$ cat src/rtl/multi_ch_frame_feeder_if.sv
// Source-RAM read port and downstream FIFO write port of the frame feeder.
// The master side is the feeder; the slave side is RAM plus FIFO.
interface multi_ch_frame_feeder_if #(
    parameter int DWIDTH = 32,
    parameter int NUM_CH = 3,
    parameter int AW     = 16
);
    logic                     src_rd_en;
    logic [AW-1:0]            src_addr;
    logic [NUM_CH*DWIDTH-1:0] src_data;
    logic [NUM_CH*DWIDTH-1:0] fifo_data;
    logic                     fifo_wrreq;
    logic                     fifo_full;

    modport master (
        output src_rd_en, src_addr, fifo_data, fifo_wrreq,
        input  src_data, fifo_full
    );

    modport slave (
        input  src_rd_en, src_addr, fifo_data, fifo_wrreq,
        output src_data, fifo_full
    );
endinterface

$ cat src/rtl/multi_ch_frame_feeder.sv
// N-channel frame source: streams NUM_PASS x NUM_IMG frames from a
// 1-cycle-latency RAM into a FIFO through a 2-entry skid buffer.
module multi_ch_frame_feeder #(
    parameter int DWIDTH   = 32,
    parameter int NUM_CH   = 3,
    parameter int WIDTH    = 224,
    parameter int HEIGHT   = 224,
    parameter int NUM_IMG  = 1,
    parameter int NUM_PASS = 1,
    parameter int AW       = $clog2(WIDTH*HEIGHT*NUM_IMG)
) (
    input  logic                         clk,
    input  logic                         reset,
    input  logic                         start,
    multi_ch_frame_feeder_if.master      bus,
    output logic                         busy,
    output logic                         done,
    output logic [$clog2(NUM_PASS):0]    pass_idx
);
    localparam int DW = NUM_CH*DWIDTH;
    localparam int XW = $clog2(WIDTH+1);
    localparam int YW = $clog2(HEIGHT+1);
    localparam int IW = $clog2(NUM_IMG+1);
    localparam int PW = $clog2(NUM_PASS)+1;

    localparam logic [1:0] S_IDLE  = 2'd0;
    localparam logic [1:0] S_RUN   = 2'd1;
    localparam logic [1:0] S_DRAIN = 2'd2;
    localparam logic [1:0] S_DONE  = 2'd3;

    logic [1:0]    state;
    logic [XW-1:0] x;
    logic [YW-1:0] y;
    logic [IW-1:0] img;
    logic [PW-1:0] pass;
    logic [AW-1:0] addr;
    logic          inflight;
    logic [1:0]    cnt;
    logic [1:0]    occ;
    logic [DW-1:0] buf0;
    logic [DW-1:0] buf1;
    logic          rd;
    logic          wr;
    logic          x_end;
    logic          y_end;
    logic          i_end;
    logic          p_end;
    logic          last;

    assign x_end = (x == XW'(WIDTH-1));
    assign y_end = (y == YW'(HEIGHT-1));
    assign i_end = (img == IW'(NUM_IMG-1));
    assign p_end = (pass == PW'(NUM_PASS-1));
    assign last  = x_end && y_end && i_end && p_end;

    // Occupancy counts the word still in flight from the RAM, so the
    // buffer can never be asked to hold a third word.
    assign occ = cnt + {1'b0, inflight};
    assign wr  = (cnt != 2'd0) && !bus.fifo_full;
    assign rd  = (state == S_RUN) &&
                 ((occ < 2'd2) || ((occ == 2'd2) && wr));

    assign bus.src_rd_en  = rd;
    assign bus.src_addr   = addr;
    assign bus.fifo_data  = buf0;
    assign bus.fifo_wrreq = wr;
    assign busy           = (state == S_RUN) || (state == S_DRAIN);
    assign done           = (state == S_DONE);
    assign pass_idx       = pass;

    always_ff @(posedge clk or posedge reset) begin
        if (reset) begin
            state <= S_IDLE;
        end else begin
            unique case (state)
                S_IDLE:  if (start) state <= S_RUN;
                S_RUN:   if (rd && last) state <= S_DRAIN;
                S_DRAIN: begin
                    if (!inflight &&
                        ((cnt == 2'd0) || ((cnt == 2'd1) && wr)))
                        state <= S_DONE;
                end
                S_DONE:  state <= S_IDLE;
            endcase
        end
    end

    always_ff @(posedge clk or posedge reset) begin
        if (reset) begin
            x    <= '0;
            y    <= '0;
            img  <= '0;
            pass <= '0;
            addr <= '0;
        end else if (rd) begin
            addr <= (x_end && y_end && i_end) ? '0 : addr + AW'(1);
            if (!x_end) begin
                x <= x + XW'(1);
            end else begin
                x <= '0;
                if (!y_end) begin
                    y <= y + YW'(1);
                end else begin
                    y <= '0;
                    if (!i_end) begin
                        img <= img + IW'(1);
                    end else begin
                        img  <= '0;
                        pass <= p_end ? '0 : pass + PW'(1);
                    end
                end
            end
        end
    end

    // Skid buffer: buf0 is the head presented to the FIFO.
    always_ff @(posedge clk or posedge reset) begin
        if (reset) begin
            inflight <= 1'b0;
            cnt      <= 2'd0;
            buf0     <= '0;
            buf1     <= '0;
        end else begin
            inflight <= rd;
            unique case ({inflight, wr})
                2'b10: begin
                    if (cnt == 2'd0) buf0 <= bus.src_data;
                    else             buf1 <= bus.src_data;
                    cnt <= cnt + 2'd1;
                end
                2'b01: begin
                    buf0 <= buf1;
                    cnt  <= cnt - 2'd1;
                end
                2'b11: begin
                    if (cnt == 2'd1) begin
                        buf0 <= bus.src_data;
                    end else begin
                        buf0 <= buf1;
                        buf1 <= bus.src_data;
                    end
                end
                2'b00: ;
            endcase
        end
    end
endmodule

$ cat src/flat_wrapper.sv
// flat-port wrapper written by rule: the top's interface ports become plain ports
module multi_ch_frame_feeder_flat 
#(
    parameter int DWIDTH   = 32,
    parameter int NUM_CH   = 3,
    parameter int WIDTH    = 224,
    parameter int HEIGHT   = 224,
    parameter int NUM_IMG  = 1,
    parameter int NUM_PASS = 1,
    parameter int AW       = $clog2(WIDTH*HEIGHT*NUM_IMG)
)
  (clk, reset, start, busy, done, pass_idx, bus_src_rd_en, bus_src_addr, bus_fifo_data, bus_fifo_wrreq, bus_src_data, bus_fifo_full);
  multi_ch_frame_feeder_if #(.DWIDTH(DWIDTH), .NUM_CH(NUM_CH), .AW(AW)) bus_i ();
  input  logic clk;
  input  logic reset;
  input  logic start;
  output logic busy;
  output logic done;
  output logic [$clog2(NUM_PASS):0] pass_idx;
  output wire logic [$bits(bus_i.src_rd_en)-1:0] bus_src_rd_en;
  output wire logic [$bits(bus_i.src_addr)-1:0] bus_src_addr;
  output wire logic [$bits(bus_i.fifo_data)-1:0] bus_fifo_data;
  output wire logic [$bits(bus_i.fifo_wrreq)-1:0] bus_fifo_wrreq;
  input wire logic [$bits(bus_i.src_data)-1:0] bus_src_data;
  input wire logic [$bits(bus_i.fifo_full)-1:0] bus_fifo_full;
  assign bus_src_rd_en = bus_i.src_rd_en;
  assign bus_src_addr = bus_i.src_addr;
  assign bus_fifo_data = bus_i.fifo_data;
  assign bus_fifo_wrreq = bus_i.fifo_wrreq;
  assign bus_i.src_data = bus_src_data;
  assign bus_i.fifo_full = bus_fifo_full;
  multi_ch_frame_feeder #(.DWIDTH(DWIDTH), .NUM_CH(NUM_CH), .WIDTH(WIDTH), .HEIGHT(HEIGHT), .NUM_IMG(NUM_IMG), .NUM_PASS(NUM_PASS), .AW(AW)) u_core (.clk(clk), .reset(reset), .start(start), .bus(bus_i), .busy(busy), .done(done), .pass_idx(pass_idx));
endmodule
$ cat config.mk
export PLATFORM = sky130hd
export DESIGN_NAME = multi_ch_frame_feeder_flat
export DESIGN_NICKNAME = d
export VERILOG_FILES = /design/src/rtl/multi_ch_frame_feeder_if.sv /design/src/rtl/multi_ch_frame_feeder.sv /design/src/flat_wrapper.sv
export SDC_FILE = /design/constraint.sdc
export NUM_CORES = 1
export LEC_CHECK = 0
export CORE_MARGIN = 1.5
export CORE_UTILIZATION = 51
export DETAILED_ROUTE_END_ITERATION = 12
export GPL_TIMING_DRIVEN = 0
export PLACE_DENSITY = 0.81
export RECOVER_POWER = 25
export SYNTH_ARGS = -nofsm -noshare
export SYNTH_HDL_FRONTEND = slang
export SYNTH_SLANG_ARGS = --single-unit
$ cat constraint.sdc
create_clock -name clk -period 11.5 [get_ports clk]
set_clock_uncertainty 0.15 [all_clocks]
set_input_delay 3.45 -clock clk [delete_from_list [all_inputs] [get_ports clk]]
set_output_delay 3.45 -clock clk [all_outputs]
set_load 0.01 [all_outputs]
Fig. 1: run 1, logic cells by family
The bar under the picture is 50 um long.
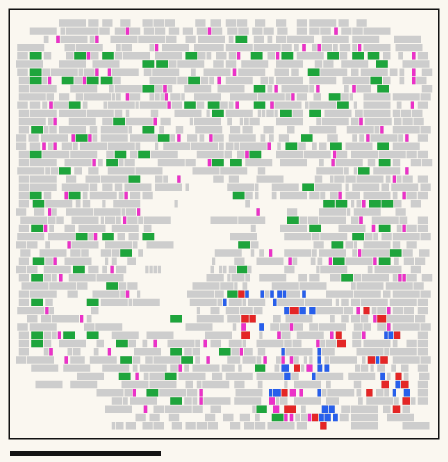
| color | family | cells | most used |
|---|---|---|---|
| blue | nand cells | 35 | nand2_1 |
| magenta | nor cells | 117 | nor2_1 |
| green | mux cells | 102 | mux2_2 |
| red | and/or cells | 23 | or4_1 |

Fig. 2: run 1, cell placement
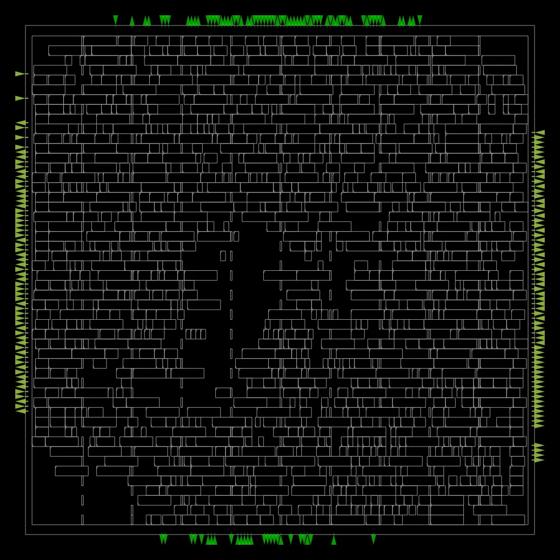
Fillers: 1,394
final non-filler cell total: 1,343
Finished Core Util: 0.6954
row count: 50
Flops: 229

==> CHANGELOG.md, run 1 <==
## Implementation

* Max incr delay on CP at 0.86 ns
* Crit path max fanout at 11
* Die area at 20,060 um2
* Largest net degree at the start of global routing at ~120
* First-pass GRT wire length at 39,930 um
* Slew @ Worst Pin at 4.720 ns
* Max-cap violation count at 1
* Antenna Cells at 0
* Die span in x at 141.6 um
* Slew Limit Headroom at -2.164
* Failing checks: capacitance limit, slew limit
* Logic cell area at 3765 um2
* Synth Warn # at 0
* H-tree depth at 1
* Status: finished, violations left
* WL/cell at 18.26 um
* Log Warnings at 36
* CP Capture Type: output port
* ANT nets after route at 0
* Largest cell class by area: sequential cells
* Worst R2R Path Depth at 10
* P&R area growth vs syn at 33.13%
* CTS root buf: clkbuf_16
* Count leader, synth: dfrtp_1
* Core ar. at 18,770 um2
* Max-slew violations at 108
Fig. 3: run 1, routed clock nets over the placement
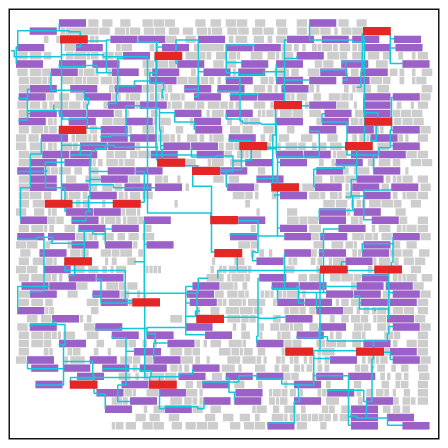
[red] clock-net drivers | count: 24
[purple] flip-flops | count: 229
[cyan] clock wires | length: 2,770 um
flops lie: spread over the die
Clock Power Share: 0.192
Clock net power: 0.772 mW
clk_lat worst skew: 0.52 ns

[run 1: layout by cell type (no fill, tap or decap), types with 6 or more instances in the layout]
master and count:
inv_1 12, xnor2_1 7, clkbuf_16 24, nand3_1 10, xor2_1 7, or4_1 6
mux2_2 98, clkbuf_8 7, nand4_1 6, dfrtp_1 229, ha_1 13, buf_2 11
nand2_1 16, o31ai_1 9, nor2_1 112, a22oi_1 97, o21ai_0 16, clkbuf_1 47
clkdlybuf4s50_1 213, a21oi_1 106
[run 1: layer usage]
metal	vias to the layer above	GRT usage	share of wire
met5	-	0	0
met4	0	0.06891	0.025
met3	42	0.05569	0.074
met2	252	0.3985	0.47
met1	3795	0.3389	0.43
li1	3568	-	-
[run 1: cell families after synthesis]
group	count (synthesis)	share of synthesized area
AOI/OAI and AO/OA	243	0.1564
xor gates and xnor gates	15	0.01417
adders and majority gates	13	0.01659
buffers and inverters	71	0.02935
DFF	229	0.5846
muxes	102	0.1167
other	1	0.0003825
and+or+nand+nor	175	0.08194
[run 1: state kept, by name (all words and copies together), names as in the netlist]
name                  flops
u_core.buf1              96
u_core.bus.fifo_data     96
u_core.bus.src_addr      16
u_core.x                  8
u_core.y                  8
u_core.cnt                2
u_core.state              2
u_core.inflight           1
[run 1: report_power, final]
group,total [mW],switching [mW],leakage [nW],internal [mW]
clock,0.772,0.317,0.394,0.455
combinational,1.81,0.912,2.33,0.901
sequential,1.43,0.228,2.68,1.20
[run 1: metrics by stage]
stage               TNS, ns  power (mW)  worst slack, ns  instance area [um2]  hold slack [ns]
finish                    0       4.012            1.508                13050           0.3421
CTS                       0       4.045            2.326                13080           0.3454
floorplan                 0       2.504            1.624                 9803           0.2927
global route              0       4.275            1.302                13050           0.3694
detailed placement        0       3.254            2.324                12280           0.3367
global placement    -309.12       3.194           -1.364                12250           0.3105
--- run 2 (diff from run 1) ---
--- a/config.mk
+++ b/config.mk
@@ -6,10 +6,10 @@
 export NUM_CORES = 1
 export LEC_CHECK = 0
 export CORE_MARGIN = 1.5
-export CORE_UTILIZATION = 51
+export CORE_UTILIZATION = 55
 export DETAILED_ROUTE_END_ITERATION = 12
 export GPL_TIMING_DRIVEN = 0
-export PLACE_DENSITY = 0.81
+export PLACE_DENSITY = 0.86
 export RECOVER_POWER = 25
 export SYNTH_ARGS = -nofsm -noshare
 export SYNTH_HDL_FRONTEND = slang
==> constraint.sdc (replaced) <==
create_clock -name clk -period 12.45 [get_ports clk]
set_clock_uncertainty 0.15 [all_clocks]
set_input_delay 3.735 -clock clk [delete_from_list [all_inputs] [get_ports clk]]
set_output_delay 3.735 -clock clk [all_outputs]
set_load 0.01 [all_outputs]
Fig. 4: run 2, close-up of the layout
The bar under the picture is 10 um long. Region (56, 28) to (81, 53) um. Cells in gray, sequential cells in the stronger gray; small squares are vias.
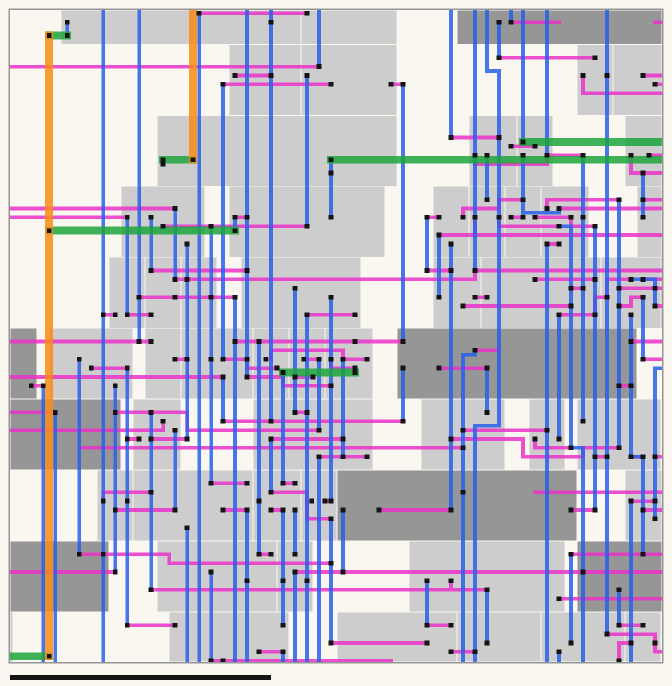
| color | layer |
|---|---|
| green | M3 |
| magenta | M1 |
| blue | M2 |
| orange | M4 |
sequential cells in the window: 2
most frequent: nand2_1 (7), ha_1 (7)
netlist names of flops here include: `u_core.x` (2)
cells with their middle in the window: 46

Fig. 5: run 2, logic cells by family
The bar under the picture is 50 um long.
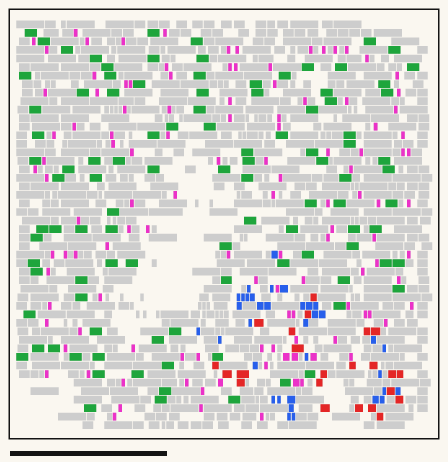
| color | family | cells | most used |
|---|---|---|---|
| blue | nand cells | 35 | nand2_1 |
| green | mux cells | 102 | mux2_2 |
| magenta | nor cells | 117 | nor2_1 |
| red | and/or cells | 23 | or4_1 |
most common logic cell in the routed design: dfrtp_1
final non-filler cell total: 1,335
Comb/total area: 0.2888

Fig. 6: run 2, cell placement
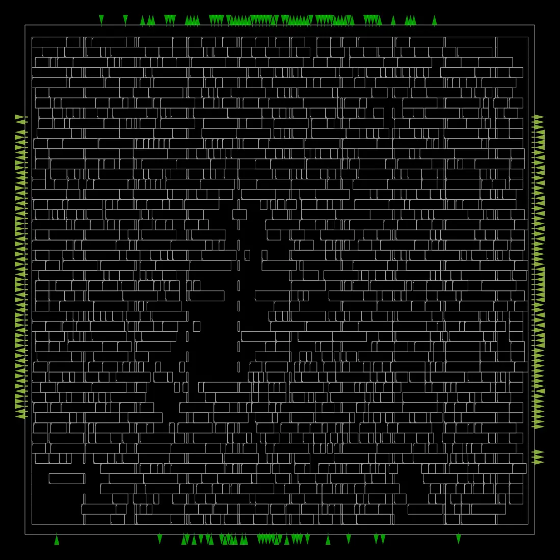
proportion of cell area occupied by registers: 0.4390
Finished Core Util: 0.7520
Core ar.: 17,360 um2
row count: 48

==> run 2 against run 1 <==
Effect of this change:
- the flow still finishes with violations (capacitance limit, slew limit)
- count of clock-buffer cells in the layout is the same
- critical path depth unchanged
- global-route usage rose by 2.8 points
- area after synthesis unchanged
- via count increased by 2.2%
- sequential power decreased by 7%
- critical path type unchanged
- sequential cell count stayed put
==> CHANGELOG.md, run 2 <==
## Implementation

* Status: finished, violations left
* Failing checks: capacitance limit, slew limit
* Sequential Power Share at 0.354 (-0.002)
* First-pass GRT wire length at 40,680 um (+1.9%)
* ANT nets after route at 0 (unchanged)
* Hold Worst Slack at 0.3444 ns (+0.002242 ns)
* Psw at 1.368 mW (-6.1%)
* Slew @ Worst Pin at 5.637 ns (+0.9166 ns)
* H-tree depth at 1 (unchanged)
* WL/cell at 19.06 um (+4.4%)
* Fillers at 1,176 (-16%)
* Log Warnings at 35 (-2.8%)
* Clk_lat worst skew at 0.51 ns (about the same)
* Max-cap violation count at 2 (+1)
* Die area at 18,630 um2 (-7.1%)
* Logic cell area at 3770 um2 (+0.13%)
* P_int at 2.376 mW (-7.0%)
* Comb pwr share at 0.452 (about the same)
* Count leader, synth: dfrtp_1
* Largest net degree at the start of global routing at 132 (+7.3%)
* Sw frac at 0.3653 (+0.002204)
* Die span in x at 136.5 um (-3.6%)
* Synth Warn # at 0 (unchanged)
* Max-slew violations at 232 (+110%)
* Slew Limit Headroom at -2.779 (-0.6145)
* P&R area growth vs syn at 33.15% (about the same)
* Commonest non-fill, non-tap cells in the layout: dfrtp_1 (229), clkdlybuf4s50_1 (213), nor2_1 (112), a21oi_1 (106), mux2_2 (98)
* Setup TNS at 0 ns (unchanged)
==> run 2: cell counts after synthesis <==
Identical to the previous run, type by type.
==> run 2: layer usage <==
layer,vias up,global-route usage,part of all wire
met1,3902,0.3411,0.39
met4,0,0.08688,0.022
li1,3573,-,-
met5,-,0,0
met2,310,0.4693,0.50
met3,42,0.07630,0.088
==> run 2: area by class of cell <==
type | count | share of cell area
Clock inverter | 7 | 0.005656
Multi-Input combinational cell | 549 | 0.2888
Tap cell | 225 | 0.02157
Buffer | 58 | 0.01821
Inverter | 13 | 0.003834
Clock buffer | 37 | 0.05742
Sequential cell | 229 | 0.4390
Timing Repair Buffer | 216 | 0.1653
Antenna cell | 1 | 0.0001917
==> run 2: kinds of logic after synthesis <==
group | synth area share
buffers and inverters | 0.02935
AND-OR/OR-AND | 0.1564
adder cells (fa/ha/maj) | 0.01659
XOR/XNOR | 0.01417
flip-flops | 0.5846
other | 0.0003825
AND/OR/NAND/NOR | 0.08194
multiplexers | 0.1167
==> run 2: stage by stage <==
step | utilization | cell area [um2] | setup WS [ns] | power, mW | instances
floorplan | - | 9803 | 2.289 | 2.313 | 849
detailed placement | 0.7070 | 12270 | 2.746 | 3.018 | 1290
CTS | 0.7545 | 13100 | 2.756 | 3.766 | 1334
finish | 0.7520 | 13050 | 1.569 | 3.744 | 1335
global placement | 0.7050 | 12240 | -0.5343 | 2.942 | 1289
global route | 0.7519 | 13050 | 1.376 | 3.977 | 1334
==> run 2: power groups by stage <==
stage / clock (mW) / combinational (mW) / sequential, mW
2_1_floorplan: 0 / 0.951 / 1.36
6_report: 0.727 / 1.69 / 1.33
5_1_grt: 0.765 / 1.85 / 1.36
3_5_place_dp: 0 / 1.69 / 1.32
3_3_place_gp: 0 / 1.64 / 1.31
4_1_cts: 0.738 / 1.71 / 1.32
--- run 3 (diff from run 2) ---
--- a/config.mk
+++ b/config.mk
@@ -11,6 +11,7 @@
 export GPL_TIMING_DRIVEN = 0
 export PLACE_DENSITY = 0.86
 export RECOVER_POWER = 25
+export SLEW_MARGIN = 20
 export SYNTH_ARGS = -nofsm -noshare
 export SYNTH_HDL_FRONTEND = slang
 export SYNTH_SLANG_ARGS = --single-unit
Fig. 7: run 3, cell placement
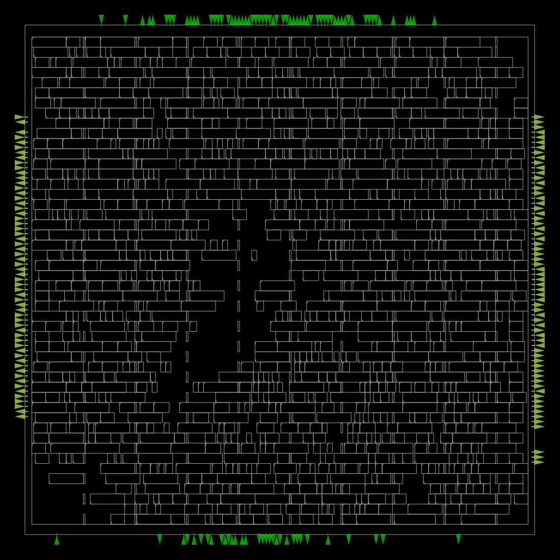
proportion of cell area occupied by registers: 0.4411
Finished Core Util: 0.7484
final non-filler cell total: 1,328
Fillers: 1,185

Fig. 8: run 3, routed clock nets over the placement
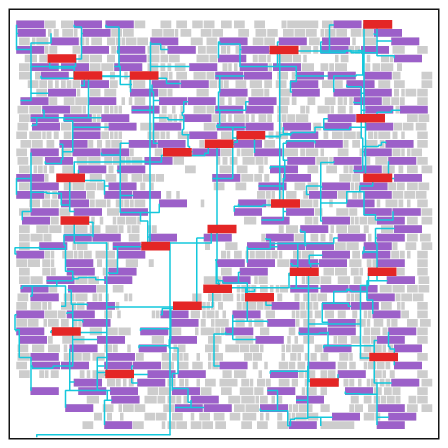
[purple] flip-flops | count: 229
[cyan] clock wires | length: 2,620 um
[red] clock-net drivers | count: 24
routed clock nets: 25

Fig. 9: run 3, close-up of the layout
The bar under the picture is 10 um long. Region (56, 28) to (81, 53) um. Cells in gray, sequential cells in the stronger gray; small squares are vias.
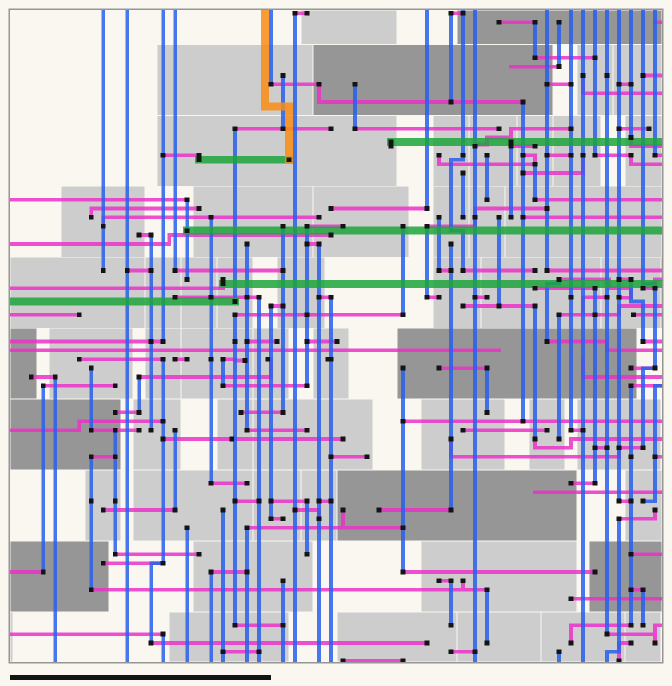
| color | layer |
|---|---|
| blue | M2 |
| green | M3 |
| orange | M4 |
| magenta | M1 |
sequential cells in the window: 3
netlist names of flops here include: `u_core.x` (3)
cells with their middle in the window: 48
most frequent: nand2_1 (7), ha_1 (7)

==> run 3 against run 2 <==
Effect of this change:
- the run still ends with capacitance limit, slew limit left
- non-clock buffer count increased by 1
- sequential share of layout area increased by 0.21 points
- sequential cell count unchanged
- register-to-register slack got worse by 0.10 ns
- global-route usage decreased by 0.56 points
- synthesized cell count unchanged
- via count decreased by 0.45%
- critical endpoint unchanged
==> CHANGELOG.md, run 3 <==
## Implementation

* CP Launch Type: input port
* Die span in x at 136.5 um (unchanged)
* Largest net degree at the start of global routing at 100 (-24%)
* Hold Worst Slack at 0.3354 ns (-0.008993 ns)
* DR pass1 iterations at 7
* Setup ws final at 2.734 ns (+1.165 ns)
* Most common logic cell in the routed design: dfrtp_1
* Yosys cell count at 849
* Final period util at 0.7804
* Vias/cell at 5.867
* Row count at 48 (unchanged)
* Finished Cell Area at 12,990 um2 (-0.48%)
* Count leader, synth: dfrtp_1
* Status: finished, violations left
* ANT nets after route at 0 (unchanged)
* Die Height at 136.5 um
* P&R area growth vs syn at 32.51%
* First-pass GRT wire length at 39,810 um (-2.1%)
* DP Worst Slack at 2.744 ns (-0.002360 ns)
* Syn_nets at just under 1,000
* Core ar. at 17,360 um2 (unchanged)
* WL/cell at 19.01 um (-0.28%)
* Log Warnings at 32 (-8.6%)
* Clk sinks at 229
* Slew Limit Headroom at -1.526 (+1.252)
* Yosys chip area at 9803 um2
* Slew @ Worst Pin at 3.789 ns (-1.848 ns)
* Cell count after placement at 1,291 (+0.078%)
* Total power at 3.688 mW (-1.5%)
* H-tree depth at 1 (unchanged)
* Failing checks: capacitance limit, slew limit
* Max Clk Rate at 102.9 MHz
* Max-area cell share at 0.5846
* Die area at 18,630 um2 (unchanged)
* Setup TNS at 0 ns (unchanged)
* Initial core utilization at 0.5648
* Commonest non-fill, non-tap cells in the layout: dfrtp_1 (229), clkdlybuf4s50_1 (214), nor2_1 (112), a21oi_1 (106), mux2_2 (98)
* Mapped Area at 9803 um2
* Dpl cell area at 12,300 um2 (+0.22%)
* Max-cap violation count at 2 (unchanged)
* CP Class: input port to output port
* Synth Warn # at 0 (unchanged)
* Synth Seq Share at 0.5846
* Clk_lat worst skew at 0.52 ns (about the same)
* Max-slew violations at 133 (-43%)
* Gr usage total at 0.2699
run 3: worst paths after layout:
check,start,to,cells past startpoint
setup / recovery,bus_fifo_full,bus_src_rd_en,6
min in group asynchronous,reset,u_core.bus.fifo_data[31],2
setup reg to reg,u_core.cnt[1],u_core.bus.fifo_data[35],10
max in group asynchronous,reset,u_core.bus.src_addr[9],3
hold reg to reg,u_core.y[7],u_core.y[7],1
hold / removal,u_core.y[7],u_core.y[7],1
run 3: logic make-up (layout without fill, tap and decap cells):
| kind of cell | count (synthesis) | after routing | share of synthesized area |
|---|---|---|---|
| AND-OR/OR-AND | 243 | 243 | 0.1564 |
| XOR/XNOR | 15 | 15 | 0.01417 |
| adder cells (fa/ha/maj) | 13 | 13 | 0.01659 |
| buffers and inverters | 71 | 324 | 0.02935 |
| flip-flops | 229 | 229 | 0.5846 |
| multiplexers | 102 | 102 | 0.1167 |
| other | 1 | 2 | 0.0003825 |
| AND/OR/NAND/NOR | 175 | 175 | 0.08194 |
run 3: power by group:
part | internal, mW | switching (mW) | total (mW) | leakage [nW]
Combinational | 0.837 | 0.859 | 1.70 | 2.33
Sequential | 1.11 | 0.215 | 1.32 | 2.68
Clock | 0.388 | 0.280 | 0.668 | 0.355
Total | 2.33 | 1.35 | 3.69 | 5.37
run 3: per-layer routing:
metal,GRT usage,share of wire,vias to the layer above
met3,0.06630,0.081,43
met4,0.08333,0.022,0
met5,0,0,-
li1,-,-,3561
met1,0.3436,0.40,3897
met2,0.4562,0.50,291
run 3: final cells by class:
cell class	instances	area [um2]
sequential	229	5731
fill	1185	4367
multi-input combinational	549	3785
timing repair buffer	217	2183
clock buffer	31	656.9
tap	225	281.5
buffer	58	239.0
clock inverter	5	61.31
inverter	13	50.05
antenna	1	2.502
Power is estimated from default activity; no workload was simulated.
